===== config.mk =====
export PLATFORM = sky130hd
export DESIGN_NAME = fp_normalizer_seq_flat
export DESIGN_NICKNAME = d
export VERILOG_FILES = /design/src/rtl/fp_norm_if.sv /design/src/rtl/fp_normalizer_seq.sv /design/src/flat_wrapper.sv
export SDC_FILE = /design/constraint.sdc
export NUM_CORES = 1
export LEC_CHECK = 0
export CAP_MARGIN = 0
export CORE_MARGIN = 3
export CORE_UTILIZATION = 35
export DETAILED_ROUTE_END_ITERATION = 8
export PLACE_DENSITY = 0.66
export SYNTH_ARGS = -nofsm -noshare
export SYNTH_HDL_FRONTEND = slang
export SYNTH_SLANG_ARGS = --single-unit

===== constraint.sdc =====
create_clock -name clk -period 3.7 [get_ports clk]
set_input_delay 1.11 -clock clk [delete_from_list [all_inputs] [get_ports clk]]
set_output_delay 1.11 -clock clk [all_outputs]
set_load 0.005 [all_outputs]

===== src/rtl/fp_norm_if.sv =====
// fp_norm_if: operand/result handshake bundle for fp_normalizer_seq.
// Handshake: a transfer happens on a rising clk edge where valid and ready
// are both 1. The producer holds valid and its payload stable until that
// edge. The consumer may change ready freely.
interface fp_norm_if #(
  parameter int MAN_W = 23,
  parameter int EXP_W = 8,
  parameter int EXT_W = 3
);
  logic                     in_valid;
  logic                     in_ready;
  logic [MAN_W+2+EXT_W-1:0] in_sig;
  logic [EXP_W-1:0]         in_exp;
  logic                     in_sign;
  logic                     out_valid;
  logic                     out_ready;
  logic [MAN_W-1:0]         out_frac;
  logic [EXP_W-1:0]         out_exp;
  logic                     out_sign;
  logic                     overflow;
  logic                     underflow;

  modport master (
    output in_valid, in_sig, in_exp, in_sign, out_ready,
    input  in_ready, out_valid, out_frac, out_exp, out_sign, overflow, underflow
  );

  modport slave (
    input  in_valid, in_sig, in_exp, in_sign, out_ready,
    output in_ready, out_valid, out_frac, out_exp, out_sign, overflow, underflow
  );
endinterface


===== src/rtl/fp_normalizer_seq.sv =====
// fp_normalizer_seq: sequential floating-point normalize and round.
// It takes an unnormalized significand with a carry bit and a hidden bit. It
// shifts the significand one bit per cycle until the hidden bit is set, then
// rounds it and presents the packed result.
// Define ROUND_NEAREST_EVEN_EN to round to nearest with ties to even.
// Without it the extension bits are truncated. The ROUND cycle is present
// in both builds.
module fp_normalizer_seq #(
  parameter int MAN_W = 23,
  parameter int EXP_W = 8,
  parameter int EXT_W = 3
) (
  input  logic       clk,
  input  logic       rst_n,
  fp_norm_if.slave   bus,
  output logic [1:0] state_o
);
  localparam int SIG_W = MAN_W + 2 + EXT_W;

  localparam logic [1:0] IDLE  = 2'd0;
  localparam logic [1:0] NORM  = 2'd1;
  localparam logic [1:0] ROUND = 2'd2;
  localparam logic [1:0] DONE  = 2'd3;

  localparam logic [EXP_W:0] EXP_ONE = (EXP_W+1)'(1);
  localparam logic [EXP_W:0] EXP_MAX = (EXP_W+1)'((1 << EXP_W) - 1);

  logic [1:0]       state_q, state_d;
  logic [SIG_W-1:0] sig_q, sig_d;
  logic [EXP_W:0]   exp_q, exp_d;
  logic             sign_q, sign_d;
  logic             out_valid_q, out_valid_d;
  logic [MAN_W-1:0] out_frac_q, out_frac_d;
  logic [EXP_W-1:0] out_exp_q, out_exp_d;
  logic             out_sign_q, out_sign_d;
  logic             ovf_q, ovf_d;
  logic             unf_q, unf_d;

  logic [MAN_W-1:0] frac_raw;
  logic             round_up;
  logic [MAN_W:0]   frac_sum;
  logic [EXP_W:0]   exp_rnd;
  logic [MAN_W-1:0] frac_rnd;
  logic             exp_ovf;

  // Rounding of the normalized significand held in sig_q (used in ROUND)
  always_comb begin
    frac_raw = sig_q[EXT_W +: MAN_W];
`ifdef ROUND_NEAREST_EVEN_EN
    // guard = top extension bit; sticky = OR of the rest; ties go to even
    round_up = sig_q[EXT_W-1] & ((|sig_q[EXT_W-2:0]) | frac_raw[0]);
`else
    round_up = 1'b0;
`endif
    frac_sum = {1'b0, frac_raw} + {{MAN_W{1'b0}}, round_up};
    // A carry out of the fraction leaves the fraction at zero and bumps the exponent
    exp_rnd  = exp_q + {{EXP_W{1'b0}}, frac_sum[MAN_W]};
    frac_rnd = frac_sum[MAN_W] ? '0 : frac_sum[MAN_W-1:0];
    exp_ovf  = (exp_rnd >= EXP_MAX);
  end

  // Next-state and datapath logic for the IDLE/NORM/ROUND/DONE sequencer
  always_comb begin
    state_d     = state_q;
    sig_d       = sig_q;
    exp_d       = exp_q;
    sign_d      = sign_q;
    out_valid_d = out_valid_q;
    out_frac_d  = out_frac_q;
    out_exp_d   = out_exp_q;
    out_sign_d  = out_sign_q;
    ovf_d       = ovf_q;
    unf_d       = unf_q;
    case (state_q)
      IDLE: begin
        if (bus.in_valid) begin
          sig_d   = bus.in_sig;
          exp_d   = {1'b0, bus.in_exp};
          sign_d  = bus.in_sign;
          state_d = NORM;
        end
      end
      NORM: begin
        if (sig_q[SIG_W-1]) begin
          // The bit shifted out is kept as sticky in the LSB
          sig_d   = {1'b0, sig_q[SIG_W-1:2], sig_q[1] | sig_q[0]};
          exp_d   = exp_q + EXP_ONE;
          state_d = ROUND;
        end else if (sig_q[SIG_W-2]) begin
          state_d = ROUND;
        end else if (sig_q == '0) begin
          out_frac_d  = '0;
          out_exp_d   = '0;
          out_sign_d  = sign_q;
          ovf_d       = 1'b0;
          unf_d       = 1'b0;
          out_valid_d = 1'b1;
          state_d     = DONE;
        end else if (exp_q <= EXP_ONE) begin
          // No exponent left to shift into: flush to signed zero
          out_frac_d  = '0;
          out_exp_d   = '0;
          out_sign_d  = sign_q;
          ovf_d       = 1'b0;
          unf_d       = 1'b1;
          out_valid_d = 1'b1;
          state_d     = DONE;
        end else begin
          sig_d = sig_q << 1;
          exp_d = exp_q - EXP_ONE;
        end
      end
      ROUND: begin
        out_frac_d  = exp_ovf ? '0 : frac_rnd;
        out_exp_d   = exp_ovf ? '1 : exp_rnd[EXP_W-1:0];
        out_sign_d  = sign_q;
        ovf_d       = exp_ovf;
        unf_d       = 1'b0;
        out_valid_d = 1'b1;
        state_d     = DONE;
      end
      default: begin
        if (bus.out_ready) begin
          out_valid_d = 1'b0;
          state_d     = IDLE;
        end
      end
    endcase
  end

  // State and output registers, cleared asynchronously by rst_n
  always_ff @(posedge clk or negedge rst_n) begin
    if (!rst_n) begin
      state_q     <= IDLE;
      sig_q       <= '0;
      exp_q       <= '0;
      sign_q      <= 1'b0;
      out_valid_q <= 1'b0;
      out_frac_q  <= '0;
      out_exp_q   <= '0;
      out_sign_q  <= 1'b0;
      ovf_q       <= 1'b0;
      unf_q       <= 1'b0;
    end else begin
      state_q     <= state_d;
      sig_q       <= sig_d;
      exp_q       <= exp_d;
      sign_q      <= sign_d;
      out_valid_q <= out_valid_d;
      out_frac_q  <= out_frac_d;
      out_exp_q   <= out_exp_d;
      out_sign_q  <= out_sign_d;
      ovf_q       <= ovf_d;
      unf_q       <= unf_d;
    end
  end

  assign bus.in_ready  = (state_q == IDLE) & rst_n;
  assign bus.out_valid = out_valid_q;
  assign bus.out_frac  = out_frac_q;
  assign bus.out_exp   = out_exp_q;
  assign bus.out_sign  = out_sign_q;
  assign bus.overflow  = ovf_q;
  assign bus.underflow = unf_q;
  assign state_o       = state_q;
endmodule


===== src/flat_wrapper.sv =====
// flat-port wrapper written by rule: the top's interface ports become plain ports
module fp_normalizer_seq_flat 
#(
  parameter int MAN_W = 23,
  parameter int EXP_W = 8,
  parameter int EXT_W = 3
)
  (clk, rst_n, state_o, bus_in_valid, bus_in_sig, bus_in_exp, bus_in_sign, bus_out_ready, bus_in_ready, bus_out_valid, bus_out_frac, bus_out_exp, bus_out_sign, bus_overflow, bus_underflow);
  fp_norm_if #(.MAN_W(MAN_W), .EXP_W(EXP_W), .EXT_W(EXT_W)) bus_i ();
  input  logic clk;
  input  logic rst_n;
  output logic [1:0] state_o;
  input wire logic [$bits(bus_i.in_valid)-1:0] bus_in_valid;
  input wire logic [$bits(bus_i.in_sig)-1:0] bus_in_sig;
  input wire logic [$bits(bus_i.in_exp)-1:0] bus_in_exp;
  input wire logic [$bits(bus_i.in_sign)-1:0] bus_in_sign;
  input wire logic [$bits(bus_i.out_ready)-1:0] bus_out_ready;
  output wire logic [$bits(bus_i.in_ready)-1:0] bus_in_ready;
  output wire logic [$bits(bus_i.out_valid)-1:0] bus_out_valid;
  output wire logic [$bits(bus_i.out_frac)-1:0] bus_out_frac;
  output wire logic [$bits(bus_i.out_exp)-1:0] bus_out_exp;
  output wire logic [$bits(bus_i.out_sign)-1:0] bus_out_sign;
  output wire logic [$bits(bus_i.overflow)-1:0] bus_overflow;
  output wire logic [$bits(bus_i.underflow)-1:0] bus_underflow;
  assign bus_i.in_valid = bus_in_valid;
  assign bus_i.in_sig = bus_in_sig;
  assign bus_i.in_exp = bus_in_exp;
  assign bus_i.in_sign = bus_in_sign;
  assign bus_i.out_ready = bus_out_ready;
  assign bus_in_ready = bus_i.in_ready;
  assign bus_out_valid = bus_i.out_valid;
  assign bus_out_frac = bus_i.out_frac;
  assign bus_out_exp = bus_i.out_exp;
  assign bus_out_sign = bus_i.out_sign;
  assign bus_overflow = bus_i.overflow;
  assign bus_underflow = bus_i.underflow;
  fp_normalizer_seq #(.MAN_W(MAN_W), .EXP_W(EXP_W), .EXT_W(EXT_W)) u_core (.clk(clk), .rst_n(rst_n), .bus(bus_i), .state_o(state_o));
endmodule

==> images/util_map.png <==
Scale bar: 20 um. 11 x 11 tiles, from black (low) to pale yellow (high), 0 to 100% covered.
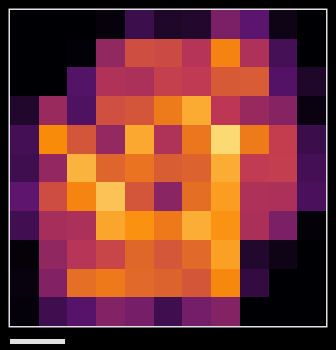
tiles over 75% full: 9.9%
fullest tile: 92%
densest ninth of the die: center
mean over tiles: 39%
emptiest ninth of the die: upper left
Finished Core Util: 47.5%
core area: 11,100 um^2

==> images/congestion_map.png <==
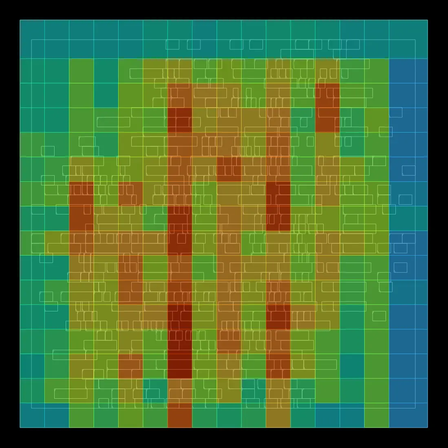
met1 Usage GRT: 25.5%
met3 Use GR: 3.38%
Global Route Usage Sum: 17.7%

==> metrics.yaml <==
drive_gt1_share_pct: 12.5
p_seq_mw: 1.51
synth.area.top_cells: "dfrtp_1, o21ai_0, mux2_2"
io_buffers: 78
met3_length_um: 473
clock_power_share_pct: 21.6
post_drt_wl_per_cell_um: 17.5
drv_slew: 0
place_ws_ns: 0.399
n_antenna_cell: 0
syn_area_um2: 4110
xor_area_share_pct: 0.213
grt_setup_unrepaired: "false"
status: "finished, final reports clean"
ys.flops: 75
area_growth_pct: 28.6
top_logic_kind: "AND-OR/OR-AND gates"
lay_top_count: "clkdlybuf4s50_1"
num_rows: 38
via_per_inst: 5.51
-- metal layers --
layer	vias up	global-route usage (%)
met5	-	0
met1	1680	25.5
met4	0	5.38
li1	1680	-
met2	88	27.0
met3	11	3.38
-- flip-flops by register name (all words and copies together), names as in the netlist, 2 cells and up --
name and cells:
u_core.sig_q 28, u_core.bus.out_frac 23, u_core.exp_q 9, u_core.bus.out_exp 8, u_core.state_o 2
-- worst max-delay path, stage by stage (launching register included) --
cell and delay [ns]:
dfrtp_1 0.41, inv_1 0.12, ha_1 0.71, clkinv_1 0.53, nor2_1 0.27, or2_2 0.28
nand2_2 0.06, buf_4 0.26, mux2_2 0.32
-- area by class of cell --
class | count | area (um^2)
clock buffer | 11 | 253
multi-input combinational | 279 | 1930
timing repair buffer | 86 | 838
tap | 140 | 175
sequential | 75 | 1880
inverter | 32 | 120
fill | 1054 | 5850
clock inverter | 5 | 83.8
-- path summary, 6_finish.rpt --
path                                          from                      end  slack [ns]
max reg2reg                      u_core.state_o[1]         u_core.sig_q[17]        0.61
min reg2reg                u_core.bus.out_frac[17]  u_core.bus.out_frac[17]        0.50
max in group asynchronous                    rst_n         u_core.sig_q[23]        2.03
min in group asynchronous                    rst_n   u_core.bus.out_frac[5]        1.04
min                        u_core.bus.out_frac[17]  u_core.bus.out_frac[17]        0.50
max                              u_core.state_o[1]         u_core.sig_q[17]        0.61
-- through the flow --
stage	hold WS (ns)	area, um^2	total power, mW
global placement	0.481	4940	3.49
detailed placement	0.494	4940	3.55
CTS	0.507	5280	4.56
floorplan	0.475	4110	2.95
finish	0.504	5280	4.53
global route	0.519	5280	4.87
No activity file was given, so power comes from the tool's default toggle rates.
